**src/rtl/fifo_pkt_writer.sv**
```systemverilog
`default_nettype none
// ============================================================================
// Module   : fifo_pkt_writer
// Purpose  : Write-side packet framer for the asynchronous FIFO. Each packet
//            is written as one header word (payload length), the payload
//            words and one XOR checksum trailer, all under the FIFO's
//            full backpressure. Runs entirely in the wr_clk domain.
// Ports    : wr_clk, rst_n       - write clock, async active-low reset
//            cmd_valid/ready/len - length command handshake
//            s_valid/ready/data  - payload word stream
//            full                - FIFO full flag (wr_clk domain)
//            wr_EN, data_in      - FIFO write port
//            busy                - packet in progress
//            len_err             - one-cycle pulse on an illegal command
//            pkt_cnt             - completed packets (wraps)
//            stall_cnt           - cycles blocked by full (saturates)
// Revision : 1.0 - initial release
// ============================================================================
module fifo_pkt_writer #(
    parameter  int WIDTH   = 8,
    parameter  int MAX_LEN = 16,
    localparam int LEN_W   = $clog2(MAX_LEN + 1)
) (
    input  logic             wr_clk,
    input  logic             rst_n,
    input  logic             cmd_valid,
    output logic             cmd_ready,
    input  logic [LEN_W-1:0] cmd_len,
    input  logic             s_valid,
    output logic             s_ready,
    input  logic [WIDTH-1:0] s_data,
    input  logic             full,
    output logic             wr_EN,
    output logic [WIDTH-1:0] data_in,
    output logic             busy,
    output logic             len_err,
    output logic [15:0]      pkt_cnt,
    output logic [15:0]      stall_cnt
);

    localparam logic [1:0] S_IDLE    = 2'd0;
    localparam logic [1:0] S_HDR     = 2'd1;
    localparam logic [1:0] S_PAYLOAD = 2'd2;
    localparam logic [1:0] S_TRAIL   = 2'd3;

    logic [1:0]       state_q,     state_d;
    logic [LEN_W-1:0] rem_q,       rem_d;
    logic [WIDTH-1:0] csum_q,      csum_d;
    logic             len_err_q,   len_err_d;
    logic [15:0]      pkt_cnt_q,   pkt_cnt_d;
    logic [15:0]      stall_cnt_q, stall_cnt_d;

    logic             w_cmd_fire;
    logic             w_len_bad;

    assign w_cmd_fire = cmd_valid && cmd_ready;
    assign w_len_bad  = (cmd_len == '0) || (cmd_len > LEN_W'(MAX_LEN));

    // ------------------------------------------------------------------
    // State register
    // ------------------------------------------------------------------
    always_ff @(posedge wr_clk or negedge rst_n) begin
        if (!rst_n) begin
            state_q     <= S_IDLE;
            rem_q       <= '0;
            csum_q      <= '0;
            len_err_q   <= 1'b0;
            pkt_cnt_q   <= '0;
            stall_cnt_q <= '0;
        end else begin
            state_q     <= state_d;
            rem_q       <= rem_d;
            csum_q      <= csum_d;
            len_err_q   <= len_err_d;
            pkt_cnt_q   <= pkt_cnt_d;
            stall_cnt_q <= stall_cnt_d;
        end
    end

    // ------------------------------------------------------------------
    // Next-state and datapath update
    // ------------------------------------------------------------------
    always_comb begin
        state_d     = state_q;
        rem_d       = rem_q;
        csum_d      = csum_q;
        len_err_d   = 1'b0;
        pkt_cnt_d   = pkt_cnt_q;
        stall_cnt_d = stall_cnt_q;

        // Any blocked cycle inside a packet is a stall, even without payload.
        if ((state_q != S_IDLE) && full && (stall_cnt_q != 16'hFFFF)) begin
            stall_cnt_d = stall_cnt_q + 16'd1;
        end

        case (state_q)
            S_IDLE: begin
                if (w_cmd_fire) begin
                    if (w_len_bad) begin
                        len_err_d = 1'b1;
                    end else begin
                        rem_d   = cmd_len;
                        // Header word is folded into the checksum up front.
                        csum_d  = WIDTH'(cmd_len);
                        state_d = S_HDR;
                    end
                end
            end
            S_HDR: begin
                if (!full) begin
                    state_d = S_PAYLOAD;
                end
            end
            S_PAYLOAD: begin
                if (s_valid && !full) begin
                    csum_d = csum_q ^ s_data;
                    rem_d  = rem_q - LEN_W'(1);
                    if (rem_q == LEN_W'(1)) begin
                        state_d = S_TRAIL;
                    end
                end
            end
            S_TRAIL: begin
                if (!full) begin
                    pkt_cnt_d = pkt_cnt_q + 16'd1;
                    state_d   = S_IDLE;
                end
            end
            default: state_d = S_IDLE;
        endcase
    end

    // ------------------------------------------------------------------
    // Outputs: zero-cycle response to full; data_in is zero unless writing
    // ------------------------------------------------------------------
    always_comb begin
        cmd_ready = 1'b0;
        s_ready   = 1'b0;
        wr_EN     = 1'b0;
        data_in   = '0;
        case (state_q)
            S_IDLE: begin
                cmd_ready = 1'b1;
            end
            S_HDR: begin
                wr_EN = !full;
                if (!full) data_in = WIDTH'(rem_q);
            end
            S_PAYLOAD: begin
                s_ready = !full;
                wr_EN   = s_valid && !full;
                if (s_valid && !full) data_in = s_data;
            end
            S_TRAIL: begin
                wr_EN = !full;
                if (!full) data_in = csum_q;
            end
            default: ;
        endcase
    end

    assign busy      = (state_q != S_IDLE);
    assign len_err   = len_err_q;
    assign pkt_cnt   = pkt_cnt_q;
    assign stall_cnt = stall_cnt_q;

endmodule
`default_nettype wire

```
**config.mk**
```make
export PLATFORM = sky130hd
export DESIGN_NAME = fifo_pkt_writer
export DESIGN_NICKNAME = d
export VERILOG_FILES = /design/src/rtl/fifo_pkt_writer.sv
export SDC_FILE = /design/constraint.sdc
export NUM_CORES = 1
export LEC_CHECK = 0
export CAP_MARGIN = 40
export CORE_AREA = 2 2 107 57
export DETAILED_ROUTE_END_ITERATION = 7
export DIE_AREA = 0 0 109 59
export GPL_TIMING_DRIVEN = 0
export PLACE_DENSITY = 0.81
export SLEW_MARGIN = 25
export SYNTH_ARGS = -nofsm -noshare
export SYNTH_HDL_FRONTEND = slang
export SYNTH_SLANG_ARGS = --single-unit
```
**constraint.sdc**
```tcl
create_clock -name wr_clk -period 2.48 [get_ports wr_clk]
set_clock_uncertainty 0.05 [all_clocks]
set_input_delay 0.496 -clock wr_clk [delete_from_list [all_inputs] [get_ports wr_clk]]
set_output_delay 0.496 -clock wr_clk [all_outputs]
set_load 0.005 [all_outputs]
```
Fig. 1: clock wiring as the flow saved it
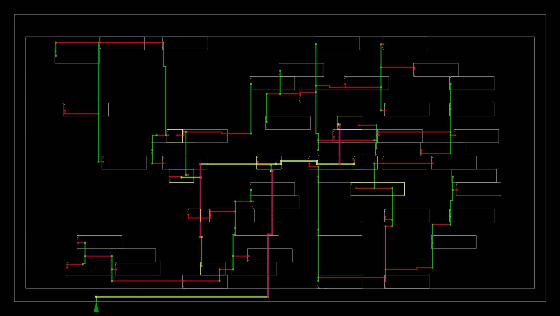
CLK BUF: 5
CTS buffer count: 5
clk pwr: 0.000587 W

Fig. 2: pin placement
Pins as bars across the die edge, other pins in gray.
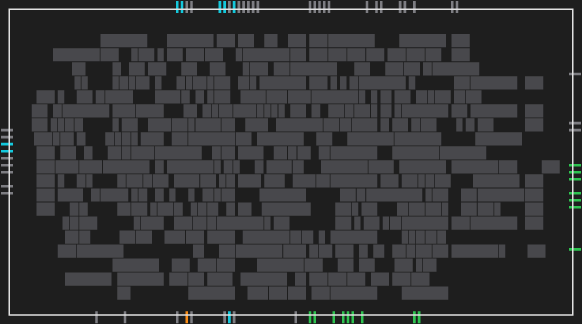
color	port	pins	direction	edge
green	stall_cnt	16	output	9 bottom, 7 right
cyan	s_data	8	input	5 top, 2 left, 1 bottom
orange	cmd_ready	1	output	bottom
buffers added on ports: 62
die x size: 109 um
Die Ht: 59 um

==> results.py <==
# Generated from Yosys and OpenROAD reports
metrics = {
    "synthesis": {
        "synth-xor-area-share_pct": 9.11,
        "ys_sh_simple_pct": 22.2,
        "synth_cell_types": 48,
        "fp_nets": 302,
        "yosys_cells": 276,
        "syn_area_sq_mm": 0.00269,
        "edf_count": 0,
        "avgSynthCellArea_sq_um": 9.76,
    },
    "global_routing": {
        "overflow": 0,
        "grt.met3_usage_pct": 4.07,
    },
    "critical_path": {
        "cp.arrival_ns": 2.60,
        "crit_type": "in2reg",
        "ff2ff_setup_slack_ns": 0.18,
        "path_buffers": 3,
        "path_max_fanout": 10,
        "cp_top_family": "buffers and inverters",
        "cp_num_cells": 7,
        "reg2reg_to": "csum_q[5]$_DFFE_PN0P_",
        "cp-end-kind": "flip-flop",
        "critPathCapture": "rem_q[2]$_DFFE_PN0P_",
    },
    "placement": {
        "gp_congestion": 0.936,
        "place_inst": 411,
    },
    "cells_and_area": {
        "sh_seq_area_pct": 32.8,
        "n_fill_cell": 413,
        "layout.nets": 376,
        "nMultiInputCombCells": 203,
        "antenna_cells": 0,
        "seq_area_sq_mm": 0.00120,
        "final-comb-area_sq_mm": 0.00147,
        "seq_cells": 48,
        "finish.utilization_pct": 67.9,
        "area_growth_pct": 36.0,
    },
    "final_timing": {
        "rsz0062_at_grt": "yes",
    },
    "clock_network": {
        "htreeDepth": 2,
        "worstSkewPairLatency_ns": 0.31,
        "cts_root_buffer": "clkbuf_8",
        "cts_setup_buffers": 4,
        "cts_tree": "built",
    },
    "power": {
        "p_per_area_mw_per_mm2": 996,
        "irDropWorstVdd_mv": 0.447,
        "power_frac_comb_pct": 49.2,
        "powerComb_w": 0.00180,
        "p_int_w": 0.00220,
        "pg_seq_w": 0.00126,
        "net-switching-power_w": 0.00145,
        "power-top-group": "combinational logic",
    },
    "status": {
        "status": "completed",
    },
    "routing": {
        "route.detailed.drc": 0,
        "wl_met3_um": 318,
        "wl_per_cell_um": 16.5,
    },
}
cell usage after synthesis, drive strengths merged, types with 2 or more instances:
cell and count:
o32ai 7, nor2b 4, nand4 4, ha 8, inv 16, nor2 21, o221ai 3, nor4b 4
nand2 23, nand3 18, or2 2, buf 4, a21oi 9, nand2b 3, clkbuf 5, xnor2 14
o21ai 8, mux2 3, a221oi 5, xor2 14, a22oi 8, nand4b 2, nor3 13, dfrtp 48
nor3b 2, and3 2, nor4 5, mux2i 3, a211oi 4, nand3b 3
per-stage QoR:
stage	instance area, sq um	worst slack [ns]	TNS, ns	power (W)
floorplan	2690	0.540	0	0.00219
global placement	3400	-0.513	-29.36	0.00278
detailed placement	3400	-0.556	-6.72	0.00286
CTS	3610	0.00117	0	0.00355
global route	3660	-0.0297	-0.0297	0.00387
finish	3660	0.0195	0	0.00365
No activity file was given, so power comes from the tool's default toggle rates.
